<file path="src/rtl/kronos_mac_arb.sv">
// kronos_mac_arb: shares one custom MAC unit between two requesters.
//
// The request channel uses round-robin arbitration. When the MAC applies backpressure, the grant
// is locked to the current requester. Each accepted request pushes its grantee into an in-order
// tag FIFO. The head of that FIFO routes each MAC response back to the requester that issued it.
//
// Ports:
//   clk, rst                      clock, asynchronous active-high reset
//   s_req_valid/ready [1:0]       per-requester request handshake (bit i = requester i)
//   s_req_funct7 [13:0]           requester i operand fields at [7i+6:7i]
//   s_req_rs1/rs2 [63:0]          requester i operands at [32i+31:32i]
//   s_rsp_valid [1:0]             per-requester response valid
//   s_rsp_ready [1:0]             per-requester response ready
//   s_rsp_rd [31:0]               shared response data
//   m_req_*                       request channel to the MAC (granted requester's fields)
//   m_rsp_valid/ready, m_rsp_rd   response channel from the MAC
//
// Optional feature macro: KRONOS_MAC_ARB_PERF_EN
//   When defined, three saturating 16-bit counters are added as outputs:
//   perf_grant0, perf_grant1 and perf_full_stall.
//
// DEPTH must be a power of two and at least 2, so that the FIFO pointers wrap naturally.
module kronos_mac_arb #(
   parameter int unsigned DEPTH = 4
) (
   input  logic        clk,
   input  logic        rst,
   input  logic [1:0]  s_req_valid,
   output logic [1:0]  s_req_ready,
   input  logic [13:0] s_req_funct7,
   input  logic [63:0] s_req_rs1,
   input  logic [63:0] s_req_rs2,
   output logic [1:0]  s_rsp_valid,
   input  logic [1:0]  s_rsp_ready,
   output logic [31:0] s_rsp_rd,
   output logic        m_req_valid,
   input  logic        m_req_ready,
   output logic [6:0]  m_req_funct7,
   output logic [31:0] m_req_rs1,
   output logic [31:0] m_req_rs2,
   input  logic        m_rsp_valid,
   output logic        m_rsp_ready,
   input  logic [31:0] m_rsp_rd
`ifdef KRONOS_MAC_ARB_PERF_EN
   ,
   output logic [15:0] perf_grant0,
   output logic [15:0] perf_grant1,
   output logic [15:0] perf_full_stall
`endif
);

   localparam int unsigned PtrW = (DEPTH > 1) ? $clog2(DEPTH) : 1;
   localparam int unsigned CntW = $clog2(DEPTH + 1);

   // ---------------------------------------------------------------------------------------------
   // State
   // ---------------------------------------------------------------------------------------------
   logic             rr_q, rr_d;
   logic             lock_q, lock_d;
   logic             lock_id_q, lock_id_d;
   logic [DEPTH-1:0] tag_q, tag_d;
   logic [PtrW-1:0]  wr_ptr_q, wr_ptr_d;
   logic [PtrW-1:0]  rd_ptr_q, rd_ptr_d;
   logic [CntW-1:0]  count_q, count_d;

   logic             g;
   logic             full;
   logic             empty;
   logic             head_tag;
   logic             req_hs;
   logic             rsp_hs;

   // ---------------------------------------------------------------------------------------------
   // Grant selection
   // ---------------------------------------------------------------------------------------------
   always_comb begin
      g = rr_q;
      if (lock_q) begin
         // Hold the grant while a request is stalled, even if valid drops.
         g = lock_id_q;
      end else if (s_req_valid == 2'b11) begin
         g = rr_q;
      end else if (s_req_valid == 2'b01) begin
         g = 1'b0;
      end else if (s_req_valid == 2'b10) begin
         g = 1'b1;
      end
   end

   // ---------------------------------------------------------------------------------------------
   // Channel outputs
   // ---------------------------------------------------------------------------------------------
   always_comb begin
      full     = (count_q == CntW'(DEPTH));
      empty    = (count_q == '0);
      head_tag = tag_q[rd_ptr_q];

      // Handshake outputs are held low throughout reset.
      m_req_valid    = !rst && s_req_valid[g] && !full;
      s_req_ready    = 2'b00;
      s_req_ready[g] = !rst && m_req_ready && !full;

      m_req_funct7 = g ? s_req_funct7[13:7] : s_req_funct7[6:0];
      m_req_rs1    = g ? s_req_rs1[63:32]   : s_req_rs1[31:0];
      m_req_rs2    = g ? s_req_rs2[63:32]   : s_req_rs2[31:0];

      s_rsp_valid           = 2'b00;
      s_rsp_valid[head_tag] = !rst && m_rsp_valid && !empty;
      m_rsp_ready           = !rst && !empty && s_rsp_ready[head_tag];
      s_rsp_rd              = m_rsp_rd;

      req_hs = m_req_valid && m_req_ready;
      rsp_hs = m_rsp_valid && m_rsp_ready;
   end

   // ---------------------------------------------------------------------------------------------
   // Next-state: arbitration, lock and tag FIFO
   // ---------------------------------------------------------------------------------------------
   always_comb begin
      rr_d      = rr_q;
      lock_d    = lock_q;
      lock_id_d = lock_id_q;
      tag_d     = tag_q;
      wr_ptr_d  = wr_ptr_q;
      rd_ptr_d  = rd_ptr_q;
      count_d   = count_q;

      if (req_hs) begin
         rr_d            = ~g;
         lock_d          = 1'b0;
         tag_d[wr_ptr_q] = g;
         wr_ptr_d        = wr_ptr_q + PtrW'(1);
      end else if (m_req_valid) begin
         lock_d    = 1'b1;
         lock_id_d = g;
      end

      if (rsp_hs) begin
         rd_ptr_d = rd_ptr_q + PtrW'(1);
      end

      case ({req_hs, rsp_hs})
         2'b10:   count_d = count_q + CntW'(1);
         2'b01:   count_d = count_q - CntW'(1);
         default: count_d = count_q;
      endcase
   end

   always_ff @(posedge clk or posedge rst) begin
      if (rst) begin
         rr_q      <= 1'b0;
         lock_q    <= 1'b0;
         lock_id_q <= 1'b0;
         tag_q     <= '0;
         wr_ptr_q  <= '0;
         rd_ptr_q  <= '0;
         count_q   <= '0;
      end else begin
         rr_q      <= rr_d;
         lock_q    <= lock_d;
         lock_id_q <= lock_id_d;
         tag_q     <= tag_d;
         wr_ptr_q  <= wr_ptr_d;
         rd_ptr_q  <= rd_ptr_d;
         count_q   <= count_d;
      end
   end

`ifdef KRONOS_MAC_ARB_PERF_EN
   // ---------------------------------------------------------------------------------------------
   // Saturating performance counters
   // ---------------------------------------------------------------------------------------------
   logic [15:0] perf_grant0_q, perf_grant0_d;
   logic [15:0] perf_grant1_q, perf_grant1_d;
   logic [15:0] perf_full_stall_q, perf_full_stall_d;

   always_comb begin
      perf_grant0_d     = perf_grant0_q;
      perf_grant1_d     = perf_grant1_q;
      perf_full_stall_d = perf_full_stall_q;
      if (req_hs && !g && (perf_grant0_q != 16'hFFFF)) begin
         perf_grant0_d = perf_grant0_q + 16'd1;
      end
      if (req_hs && g && (perf_grant1_q != 16'hFFFF)) begin
         perf_grant1_d = perf_grant1_q + 16'd1;
      end
      if ((|s_req_valid) && full && (perf_full_stall_q != 16'hFFFF)) begin
         perf_full_stall_d = perf_full_stall_q + 16'd1;
      end
   end

   always_ff @(posedge clk or posedge rst) begin
      if (rst) begin
         perf_grant0_q     <= '0;
         perf_grant1_q     <= '0;
         perf_full_stall_q <= '0;
      end else begin
         perf_grant0_q     <= perf_grant0_d;
         perf_grant1_q     <= perf_grant1_d;
         perf_full_stall_q <= perf_full_stall_d;
      end
   end

   assign perf_grant0     = perf_grant0_q;
   assign perf_grant1     = perf_grant1_q;
   assign perf_full_stall = perf_full_stall_q;
`endif

endmodule

</file>
<file path="config.mk">
export PLATFORM = sky130hd
export DESIGN_NAME = kronos_mac_arb
export DESIGN_NICKNAME = d
export VERILOG_FILES = /design/src/rtl/kronos_mac_arb.sv
export SDC_FILE = /design/constraint.sdc
export NUM_CORES = 1
export LEC_CHECK = 0
export CORE_AREA = 5 5 109 111
export CTS_BUF_LIST = sky130_fd_sc_hd__clkbuf_4
export CTS_CLUSTER_DIAMETER = 30
export DETAILED_ROUTE_END_ITERATION = 6
export DIE_AREA = 0 0 114 116
export MAX_ROUTING_LAYER = met4
export PLACE_DENSITY = 0.66
export SETUP_SLACK_MARGIN = 0.4
export SLEW_MARGIN = 40
export SYNTH_ARGS = -nofsm -noshare
export SYNTH_HDL_FRONTEND = slang
export SYNTH_SLANG_ARGS = --single-unit
</file>
<file path="constraint.sdc">
create_clock -name clk -period 2.7 [get_ports clk]
set_clock_uncertainty 0.1 [all_clocks]
set_input_delay 0.54 -clock clk [delete_from_list [all_inputs] [get_ports clk]]
set_output_delay 0.54 -clock clk [all_outputs]
set_load 0.01 [all_outputs]
</file>
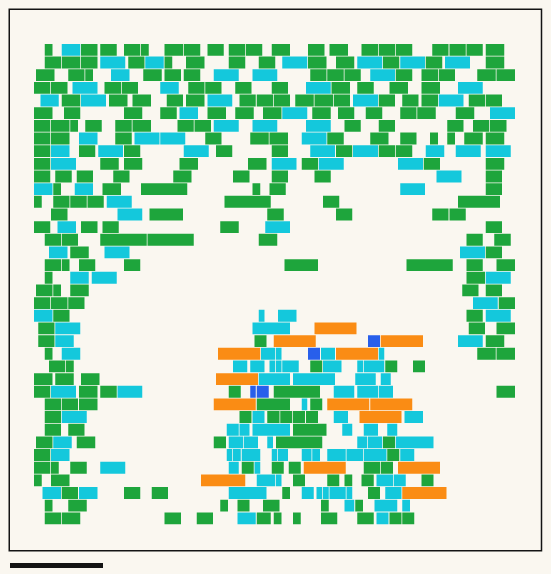
run_1/class_map.png
The bar under the picture is 20 um long.
- cyan: remaining logic cells (cells 138)
- blue: clock drivers and dummy loads (cells 4)
- orange: registers (cells 14)
- green: remaining buffers and delay cells (cells 275)
cell area after layout: 4960 um2
Util after Layout: 46.4%
# rows: 38
sequential cell area share: 7.11%

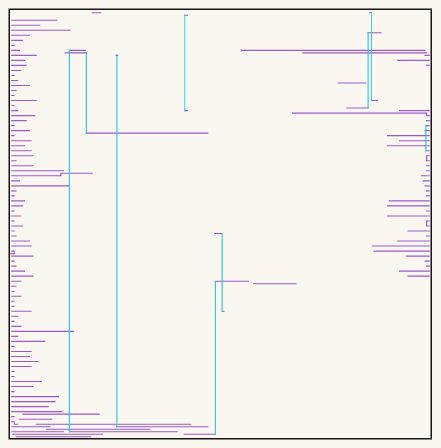
run_1/layers.png
Two of the layers only.
- cyan: M4 (wire length 365 um)
- purple: M3 (wire length 966 um)

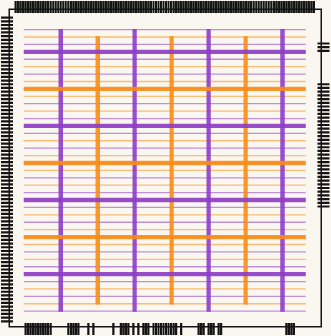
run_1/floorplan.png
Pins as bars on the die edge.
- purple: VSS
- orange: VDD
- met5 straps: 7
- met1 rails: 39
- rows: 38
- met4 straps: 7

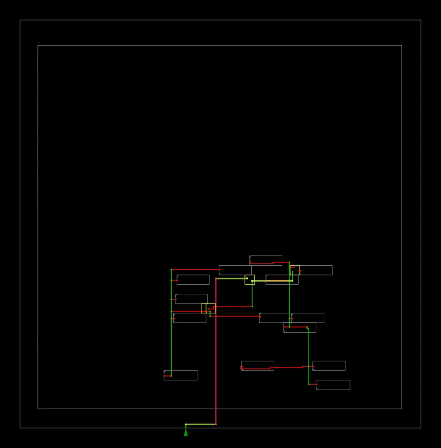
run_1/clock_nets.png
clk latency late pin: 290 ps
Clock Buffer Count: 3
registers: 14
clock sinks: 14
CTS Buf Count: 3

run 1: through the flow:
| stage | setup WS, ps | cell area (um2) |
|---|---|---|
| finish | -84.9 | 4960 |
| global route | -153 | 4960 |
| CTS | -159 | 4750 |
| detailed placement | -867 | 4300 |
| global placement | -852 | 4300 |
| floorplan | 342 | 2020 |
run 1: power breakdown:
part | leakage (nW) | switching [mW] | internal, mW
Combinational | 2.04 | 1.48 | 2.61
Sequential | 0.160 | 0.123 | 0.320
Clock | 0.0154 | 0.0762 | 0.0537
run 1: worst min-delay path by stage:
stage / endpoint
final: rd_ptr_q[1]$_DFFE_PP0P_
after floorplan: count_q[0]$_DFFE_PP0P_
after CTS: rd_ptr_q[1]$_DFFE_PP0P_
after global placement: count_q[2]$_DFFE_PP0P_
after detailed placement: count_q[2]$_DFFE_PP0P_
after global routing: rd_ptr_q[1]$_DFFE_PP0P_
run 1: worst max-delay path, stage by stage:
cell     delay, ps
buf_2          140
inv_8           30
maj3_2         330
mux2i_4        170
buf_12         170
buf_6          110
buf_16         120
buf_6          100
mux2_4         290
buf_6          130
run 1: repair_timing:
action / in CTS / in global routing
setup endpoints to repair: 79 / 78
gates resized: 411 / 42
pin swaps: 2 / 2
buffers inserted: 19 / 6
gates cloned: 5 / 1
run 1: state kept, by name, summed over array words and instances (netlist names):
register / count
rd_ptr_q: 2
count_q: 3
lock_id_q: 1
tag_q: 4
wr_ptr_q: 2
lock_q: 1
rr_q: 1
run 1: synthesized netlist by cell type:
cell type / n
nor4_1: 1
a21oi_1: 3
mux2i_1: 8
a31oi_1: 6
nor2b_1: 1
a41oi_1: 4
xor2_1: 3
inv_1: 6
maj3_2: 1
nand2_1: 4
nor2_1: 8
o31ai_1: 2
o41ai_1: 1
or3_1: 1
buf_4: 35
clkbuf_1: 2
ha_1: 5
o21ai_0: 1
xnor2_1: 2
inv_2: 1
fa_1: 1
mux2_1: 35
dfrtp_1: 14
buf_6: 5
mux2_2: 38
mux2i_4: 1
nand3_1: 1
and2_1: 1
nor3b_1: 3
run 1: per-layer routing:
metal | routed length, um | vias to the layer above
li1 | - | 1142
met1 | 4240 | 1131
met2 | 6370 | 152
met3 | 966 | 18
met4 | 365 | 0
met5 | 0 | -
run 1: layout make-up:
type | count | area (um2) | share of cell area, %
clock buffer | 3 | 22.5 | 0.454
clock inverter | 1 | 3.75 | 0.0756
inverter | 7 | 37.5 | 0.756
multi-input combinational | 131 | 1550 | 31.3
sequential | 14 | 353 | 7.11
tap | 140 | 175 | 3.53
timing repair buffer | 275 | 2820 | 56.8
run 1: cells by family (layout without fill, tap and decap cells):
family	after synthesis	in the layout
adder cells (fa/ha/maj)	7	7
buffers and inverters	49	286
flip-flops	14	14
multiplexers	82	82
AND/OR/NAND/NOR	20	20
AND-OR/OR-AND	17	17
XOR/XNOR	5	5
==> flow_summary.json, run 1 <==
{
  "ys_types": 29,
  "area_growth_pct": 151,
  "endpoint": "m_req_rs1[4]",
  "dieArea_um2": 13200,
  "startpoint_type": "input port",
  "fin_setup_tns_ps": -1010,
  "track_usage_pct": 16.5,
  "power.density_nw_per_um2": 941,
  "yosysCellCount": 194,
  "ctsHoldBuffers": 0,
  "grt_overflow": 0,
  "fmax_mhz": 359,
  "crit_type": "input port to output pin",
  "rsz0062_at_grt": "yes",
  "required_ps": 2060,
  "peakVddDrop_v": 0.000429,
  "grt_pass1_wl_mm": 16.0,
  "use_met1_pct": 17.8,
  "finalCriticalPeriod_ps": 2780,
  "holdWs_ps": 392,
  "synth_xor_xnor_area_share_pct": 2.21,
  "synthCells": 194,
  "lay_top_cells": "146 x clkdlybuf4s50_1, 64 x buf_6, 50 x mux2_4, 26 x buf_4",
  "clkSlewWorstSetupHoldPaths_ps": 100,
  "vias_per_cell": 4.28,
  "setup.worst_path.end_class": "output pin",
  "ioPinCount": 291,
  "grt_use_met3_pct": 5.33,
  "clockRootBuffer": "clkbuf_4",
  "synth.logic.top_family": "multiplexers",
  "r2r_end": "count_q[2]$_DFFE_PP0P_",
  "mux_area_share_pct": 46.7,
  "gp_routability_congestion": 0.820,
  "dp_hpwl_mm": 9.55,
  "synthesis.area_um2": 1980,
  "setup_slack_ps": -84.9,
  "cts_buffer_depth": 2,
  "slew-limit-headroom_pct": 77.0,
  "drt_iter0_markers": 50,
  "first_pass_iters": 4,
  "period_used_pct": 103,
  "ff2ff_path_depth": 11,
  "grt_antenna_before_repair": 0,
  "core_um2": 10700,
  "synthTopCellsByArea": "mux2_2 22%, mux2_1 20%, dfrtp_1 18%, buf_4 13%, mux2i_1 4.0%",
  "finalPower_mw": 4.67,
  "ant_nets": 0,
  "layout_top_cell": "clkdlybuf4s50_1",
  "yosysTopAreaCell": "mux2_2",
  "grt_max_degree": 23,
  "drv_cap": 0,
  "fin_cells": 571,
  "leakage_nw": 2.22,
  "syn_area_per_cell_um2": 10.2,
  "failed_checks": "setup timing",
  "met2_usage_pct": 28.8,
  "synth_top_area_share_pct": 21.6,
  "via_count": 2443,
  "finalSetupViolations": 20,
  "num_antenna_cells": 0,
  "cts_tree": "yes",
  "grt_pass1_vias": 2675,
  "tool_warnings": 32,
  "final_max_slew_viol_count": 0,
  "fillerInstances": 992,
  "ys_sh_simple_pct": 4.93,
  "numSynthFlops": 14,
  "placedCellCount": 536,
  "htreeDepth": 1,
  "startpoint": "s_req_valid[0]",
  "syn_nets": 382,
  "drc": 0,
  "cp_max_fo": 6,
  "reg2reg_slack_ps": 330,
  "finalNetCount": 620,
  "fp_util_pct": 18.5,
  "hold_class": "input port to async pin",
  "portBuffers": 226,
  "outcome": "finished with violations",
  "crit_arrival_ps": 2140,
  "busiest_layer": "met2",
  "drive_gt1_share_pct": 51.7,
  "die_h_um": 116,
  "die_x_um": 114
}
==> inputs of run 2 (changes only) <==
--- a/config.mk
+++ b/config.mk
@@ -5,13 +5,12 @@
 export SDC_FILE = /design/constraint.sdc
 export NUM_CORES = 1
 export LEC_CHECK = 0
-export CORE_AREA = 5 5 109 111
+export CORE_AREA = 2 2 112 114
 export CTS_BUF_LIST = sky130_fd_sc_hd__clkbuf_4
 export CTS_CLUSTER_DIAMETER = 30
 export DETAILED_ROUTE_END_ITERATION = 6
 export DIE_AREA = 0 0 114 116
 export MAX_ROUTING_LAYER = met4
-export PLACE_DENSITY = 0.66
 export SETUP_SLACK_MARGIN = 0.4
 export SLEW_MARGIN = 40
 export SYNTH_ARGS = -nofsm -noshare
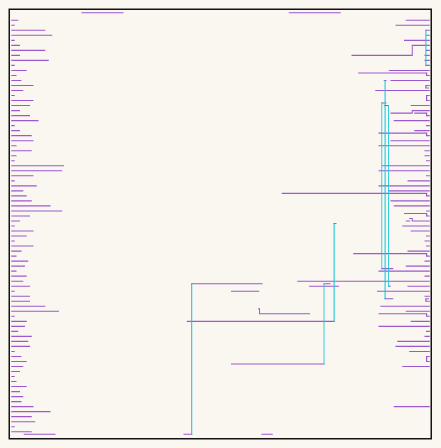
run_2/layers.png
Two of the layers only.
- purple: M3 (wire length 1,050 um)
- cyan: M4 (wire length 252 um)

==> run 2 against run 1 <==
The run still ends with setup timing left. Hold slack got worse by 5.3 ps. Worst setup slack got worse by 74 ps. Sequential share of layout area decreased by 0.50 points.
==> flow_summary.json, run 2 <==
{
  "ys_area_um2": 1980,
  "finalNetCount": 637,
  "drc": 0,
  "compound_area_share_pct": 5.88,
  "tool_warnings": 32,
  "wl_mm": 11.0,
  "clock_sinks": 14,
  "top_register": "tag_q",
  "place_area_um2": 4300,
  "synth-main-ff-cell": "dfrtp_1",
  "worst_slew_pin_slew_ps": 363,
  "cp_common_cell": "buf_6",
  "edf_count": 0,
  "cp_max_fo": 6,
  "via_count": 2540,
  "outcome": "finished with violations",
  "synthCells": 194,
  "htreeDepth": 1,
  "dp_hpwl_mm": 7.87,
  "mux_area_share_pct": 46.7,
  "track_usage_pct": 15.4,
  "largestRegisters": "tag_q (4), count_q (3)",
  "synth.logic.top_family": "multiplexers",
  "ant_nets": 0,
  "top_cell": "mux2_2",
  "startpoint_type": "flip-flop",
  "final_area_um2": 5340,
  "die_x_um": 114,
  "fin_setup_tns_ps": -4360,
  "path_buffers": 6,
  "fillerInstances": 1124,
  "fmax_mhz": 350,
  "finalSetupViolations": 53,
  "peakVddDrop_v": 0.000377,
  "lay_top_cells": "146 x clkdlybuf4s50_1, 82 x buf_6, 68 x mux2_4, 31 x buf_4, 12 x dfrtp_1",
  "clockRootBuffer": "clkbuf_4",
  "grt_antenna_before_repair": 0,
  "dieArea_um2": 13200,
  "cts_buffer_depth": 2,
  "first_pass_iters": 4,
  "syn_area_per_cell_um2": 10.2,
  "grt_max_degree": 15,
  "cts_tree": "yes",
  "ys_types": 29,
  "setup_slack_ps": -159,
  "clkSlewWorstSetupHoldPaths_ps": 90,
  "crit_arrival_ps": 2220,
  "ctsHoldBuffers": 0,
  "ioPinCount": 291,
  "synth_top_area_share_pct": 21.6,
  "largest_reg_flops": 4,
  "layout_top_cell": "clkdlybuf4s50_1",
  "drive_gt1_share_pct": 53.1,
  "setup.worst_path.end_class": "output pin",
  "synthTopCellsByArea": "mux2_2 22%, mux2_1 20%, dfrtp_1 18%, buf_4 13%, mux2i_1 4.0%",
  "gp_routability_congestion": 0.804,
  "synth_xor_xnor_area_share_pct": 2.21,
  "synthesis.area_um2": 1980,
  "rows": 40,
  "cts_buffers": 3,
  "finalCriticalPeriod_ps": 2860,
  "failed_checks": "setup timing",
  "rr_startpoint": "rd_ptr_q[1]$_DFFE_PP0P_",
  "drt_iter0_markers": 48,
  "async_reset_ff_share_pct": 100,
  "rsz0062_at_grt": "yes",
  "portBuffers": 226,
  "num_antenna_cells": 0,
  "crit_type": "flip-flop to output pin",
  "yosysCellCount": 194,
  "core_um2": 11900,
  "ys_seq_share_pct": 17.7,
  "drv_cap": 0,
  "hold_viol_final": 0,
  "yosysTopAreaCell": "mux2_2",
  "final_max_slew_viol_count": 0,
  "grt_pass1_wl_mm": 14.9,
  "r2r_end": "count_q[2]$_DFFE_PP0P_",
  "path_delay_family": "buffers and inverters",
  "numSynthFlops": 14,
  "period_used_pct": 106,
  "vias_per_cell": 4.27,
  "cpPeakStageDelay_ps": 400,
  "wire_per_inst_um": 18.5,
  "ff2ff_path_depth": 10,
  "fp_util_pct": 16.6,
  "grt_overflow": 0,
  "crit_chain": "maj3_2 > mux2i_4 > buf_12 > buf_12 > buf_6 > buf_16 > buf_6 > mux2_4 > buf_6",
  "area_growth_pct": 170,
  "crit_path_top_delay_cell": "dfrtp_1",
  "ys_sh_simple_pct": 4.93,
  "power.density_nw_per_um2": 1010,
  "reg2reg_slack_ps": 390,
  "die_h_um": 116,
  "clock_latency_ps": 280,
  "leakage_nw": 2.44,
  "slew-limit-headroom_pct": 75.6,
  "grt_pass1_vias": 2743,
  "required_ps": 2060,
  "hold_class": "input port to async pin",
  "ys_sh_adder_pct": 4.74,
  "common_cells": "38 x mux2_2, 35 x buf_4, 35 x mux2_1, 14 x dfrtp_1",
  "syn_nets": 382,
  "yosys_warnings": 0
}
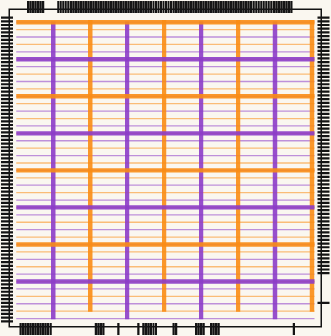
run_2/floorplan.png
Pins as bars on the die edge.
- purple: VSS
- orange: VDD
- signal pins: 291
- met5 straps: 8
- rows: 40
- met1 rails: 41

run 2: final cells by class:
class	instances	area [um2]	area share [%]
clock buffers	3	22.5	0.422
clock inverters	1	3.75	0.0703
inverters	7	37.5	0.703
multi-input cells	131	1600	29.9
flip-flops and latches	14	353	6.61
well taps	147	184	3.45
repair buffers	292	3140	58.8
run 2: worst max-delay path by stage:
stage	slack, ps	start	depth (start not counted)	to
global route	-240	rr_q$_DFFE_PP0P_	9	m_req_rs2[20]
floorplan	340	s_req_valid[0]	6	m_req_rs1[11]
finish	-160	rr_q$_DFFE_PP0P_	9	m_req_rs2[20]
detailed placement	-850	s_req_valid[0]	7	m_req_rs1[3]
CTS	-210	rr_q$_DFFE_PP0P_	7	m_req_rs2[15]
global placement	-820	s_req_valid[0]	7	m_req_rs1[7]
run 2: power breakdown:
group / internal, mW / switching, mW
Sequential: 0.320 / 0.133
Clock: 0.0537 / 0.0712
Combinational: 3.15 / 1.65
run 2: logic make-up after synthesis:
family,count (synthesis)
buffers and inverters,49
muxes,82
DFF,14
and+or+nand+nor,20
adders and majority gates,7
xor gates and xnor gates,5
AOI/OAI and AO/OA,17
run 2: per-stage QoR:
step | std cells | utilization, % | setup WS [ps] | hold WS [ps] | power (mW)
floorplan | 194 | - | 342 | 263 | 2.01
global placement | 542 | 36.1 | -820 | 366 | 3.21
detailed placement | 542 | 36.1 | -853 | 385 | 3.25
CTS | 582 | 43.0 | -208 | 379 | 4.94
global route | 595 | 44.8 | -238 | 403 | 5.67
finish | 595 | 44.8 | -159 | 387 | 5.37
run 2: routing by layer:
layer  vias to the layer above  track usage (%)  wire length (um)
met1                      1176             14.2              3530
met3                        14             4.45              1050
li1                       1174                -                 -
met5                         -                -                 0
met2                       176             30.1              6200
met4                         0             5.20               251
run 2: what timing repair did:
action / CTS / global route
setup buffers: 28 / 12
resized: 408 / 79
cloned: 8 / 1
endpoints found under the setup margin: 79 / 78
hold endpoints to repair: 0 / 0
pin swaps: 8 / 5
run 2: worst register-to-register path: cells and delay by family, from the launching register on:
| family | cells | cell delay [ps] |
|---|---|---|
| simple gates | 2 | 240 |
| xor+xnor | 2 | 320 |
| buf+inv | 1 | 40 |
| fa+ha+maj | 2 | 530 |
| mux | 3 | 540 |
| flops | 1 | 470 |
run_2/clock_wires.png
The bar under the picture is 20 um long.
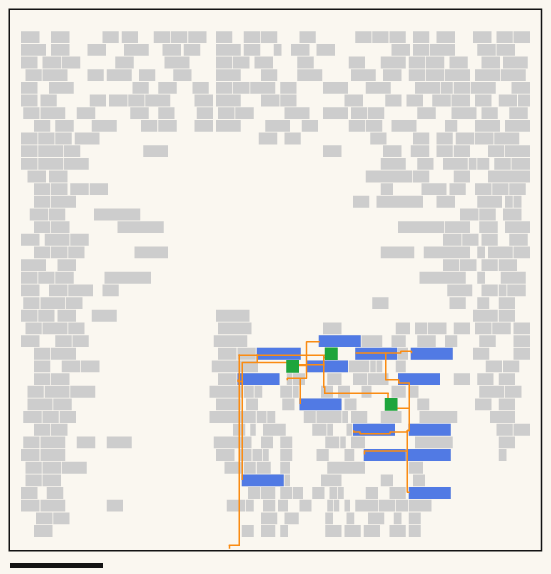

==> inputs of run 3 (changes only) <==
--- a/config.mk
+++ b/config.mk
@@ -11,6 +11,7 @@
 export DETAILED_ROUTE_END_ITERATION = 6
 export DIE_AREA = 0 0 114 116
 export MAX_ROUTING_LAYER = met4
+export PLACE_DENSITY = 0.58
 export SETUP_SLACK_MARGIN = 0.4
 export SLEW_MARGIN = 40
 export SYNTH_ARGS = -nofsm -noshare
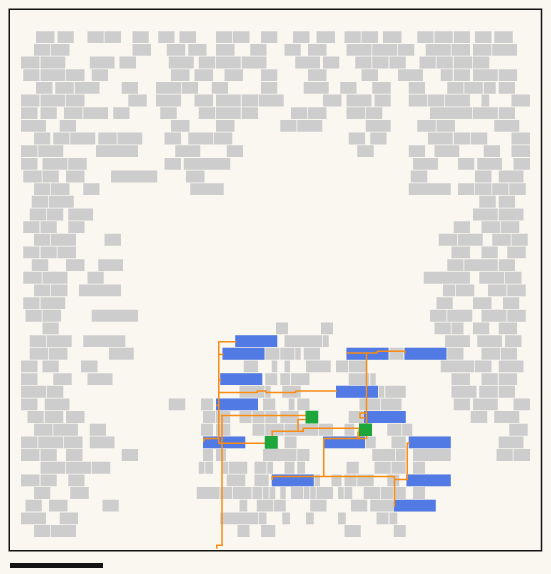
run_3/clock_wires.png
The bar under the picture is 20 um long.
- blue: flip-flops (count 14)
- orange: clock wires (length 248 um)
- green: clock-net drivers (count 3)
- routed clock nets: 4

==> run 3 against run 2 <==
The flow still finishes with violations (setup timing). Combinational power decreased by 7.5%. Synthesized cell count is the same. Hold slack lost 82 ps. Global-route usage fell by 2.8 points. Clock power is 6% higher. Non-clock buffer count decreased by 10. Worst setup slack better by 36 ps. Wire length decreased by 10%. Total power fell by 6.8%. Count of clock-buffer cells in the layout did not move. Register-to-register slack lost 20 ps. Critical path type unchanged. Critical endpoint is now m_req_rs1[24].
==> flow_summary.json, run 3 <==
{
  "place_area_um2": 4300,
  "peakVddDrop_v": 0.000442,
  "synthCells": 194,
  "crit_arrival_ps": 2180,
  "worst_slew_pin_slew_ps": 352,
  "seq_power_share_pct": 8.7,
  "grt_antenna_before_repair": 0,
  "setup_slack_ps": -123,
  "numSynthFlops": 14,
  "vias_per_cell": 4.22,
  "async_reset_ff_share_pct": 100,
  "leakage_nw": 2.39,
  "comb_power_share_pct": 88.7,
  "largestRegisters": "tag_q (4), count_q (3)",
  "die_h_um": 116,
  "startpoint": "rr_q$_DFFE_PP0P_",
  "wire_per_inst_um": 16.9,
  "track_usage_pct": 12.5,
  "top_register": "tag_q",
  "required_ps": 2060,
  "final_max_slew_viol_count": 0,
  "fin_cells": 585,
  "ys_seq_share_pct": 17.7,
  "common_cells": "38 x mux2_2, 35 x buf_4, 35 x mux2_1, 14 x dfrtp_1",
  "grt_overflow": 0,
  "clock_sinks": 14,
  "power.density_nw_per_um2": 963,
  "ioPinCount": 291,
  "intPower_mw": 3.27,
  "ff2ff_path_depth": 10,
  "area_growth_pct": 163,
  "drive_gt1_share_pct": 51.1,
  "setup.worst_path.end_class": "output pin",
  "failed_checks": "setup timing",
  "finalPower_mw": 5.01,
  "cts_tree": "yes",
  "rows": 40,
  "die_x_um": 114,
  "fin_setup_tns_ps": -4100,
  "dieArea_um2": 13200,
  "synth-main-ff-cell": "dfrtp_1",
  "clockRootBuffer": "clkbuf_4",
  "period_used_pct": 105,
  "startpoint_type": "flip-flop",
  "clkSlewWorstSetupHoldPaths_ps": 100,
  "first_pass_iters": 4,
  "ys_area_um2": 1980,
  "path_buffers": 5,
  "synthTopCellsByArea": "mux2_2 22%, mux2_1 20%, dfrtp_1 18%, buf_4 13%, mux2i_1 4.0%",
  "cp_common_cell": "buf_6",
  "crit_type": "flip-flop to output pin",
  "rsz0062_at_grt": "yes",
  "grt_pass1_wl_mm": 12.6,
  "outcome": "finished with violations",
  "cp_max_fo": 4,
  "cts_buffers": 3,
  "portBuffers": 226,
  "drc": 0,
  "reg2reg_slack_ps": 370,
  "critical_path_depth": 8,
  "edf_count": 0,
  "synth_top_area_share_pct": 21.6,
  "syn_area_per_cell_um2": 10.2,
  "finalSetupViolations": 64,
  "fmax_mhz": 354,
  "rr_startpoint": "rd_ptr_q[1]$_DFFE_PP0P_",
  "clock_latency_ps": 290,
  "dp_hpwl_mm": 6.89,
  "crit_path_top_delay_cell": "dfrtp_1",
  "ys_types": 29,
  "hold_viol_final": 0,
  "grt_pass1_vias": 2444,
  "ant_nets": 0,
  "finalNetCount": 627,
  "yosys_warnings": 0,
  "wl_mm": 9.91
}
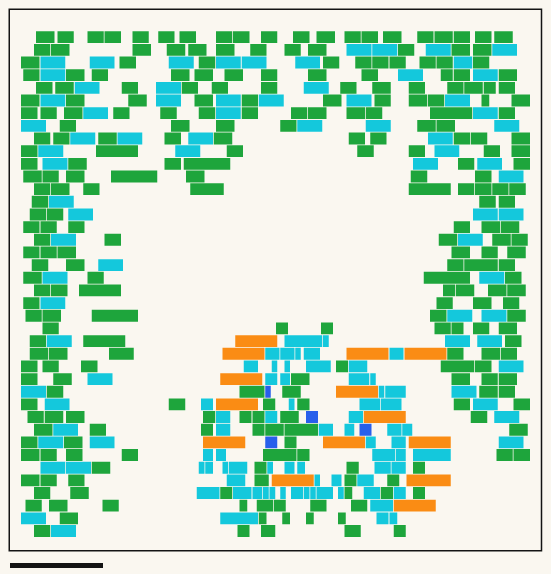
run_3/class_map.png
The bar under the picture is 20 um long.
- cyan: remaining logic cells (cells 138)
- green: remaining buffers and delay cells (cells 282)
- orange: registers (cells 14)
- blue: clock drivers and dummy loads (cells 4)
core box area: 11,900 um2
Util after Layout: 43.7%
cell area after layout: 5200 um2

## run 3: cell counts after synthesis
No cell type changed its count.
## run 3: worst min-delay path, delay by kind of cell
family | cells | cell delay [ps]
buffers and inverters | 3 | 500
## run 3: final cells by class
type / count / area [um2]
Tap cell: 147 / 184
Timing Repair Buffer: 282 / 3030
Multi-Input combinational cell: 131 / 1580
Fill cell: 1135 / 6710
Inverter: 7 / 37.5
Sequential cell: 14 / 352
Clock inverter: 1 / 3.75
Clock buffer: 3 / 22.5
## run 3: how the worst min path moves through the flow
stage,endpoint,slack (ps),depth (start not counted)
floorplan,count_q[0]$_DFFE_PP0P_,260,1
global placement,count_q[2]$_DFFE_PP0P_,370,1
detailed placement,count_q[2]$_DFFE_PP0P_,370,1
CTS,rd_ptr_q[0]$_DFFE_PP0P_,310,3
global route,rd_ptr_q[1]$_DFFE_PP0P_,310,3
finish,rd_ptr_q[1]$_DFFE_PP0P_,300,3
## run 3: metal layers
layer	track usage (%)	part of all wire (%)	wire, um
met1	13.6	37	3640
met2	24.3	56	5510
met3	2.56	7.5	744
met4	1.22	0.27	27
met5	-	0	0
## run 3: timing repair
action                     in CTS  in global routing
resized                       337                138
hold buffers                    0                  0
gates cloned                    4                  7
pin swaps                       6                  4
setup endpoints to repair      79                 77
buffers inserted               19                  9
## run 3: per-stage QoR
| stage | worst slack (ps) | util [%] | hold WS (ps) |
|---|---|---|---|
| after floorplan | 342 | - | 263 |
| after global placement | -810 | 36.1 | 369 |
| after detailed placement | -820 | 36.1 | 369 |
| after CTS | -182 | 39.6 | 308 |
| after global routing | -214 | 43.7 | 310 |
| final | -123 | 43.7 | 304 |
## run 3: logic make-up after synthesis
family,count (synthesis),share of synthesized area (%)
muxes,82,46.7
buffers and inverters,49,17.8
and+or+nand+nor,20,4.93
AOI/OAI and AO/OA,17,5.88
DFF,14,17.7
adders and majority gates,7,4.74
xor gates and xnor gates,5,2.21
## run 3: power by group through the flow
stage | sequential (mW) | clock (mW) | combinational (mW)
after floorplan | 0.404 | 0 | 1.61
after global placement | 0.421 | 0 | 2.75
after detailed placement | 0.421 | 0 | 2.76
after CTS | 0.426 | 0.132 | 3.57
after global routing | 0.452 | 0.145 | 4.70
final | 0.435 | 0.132 | 4.44
Power is estimated from default activity; no workload was simulated.
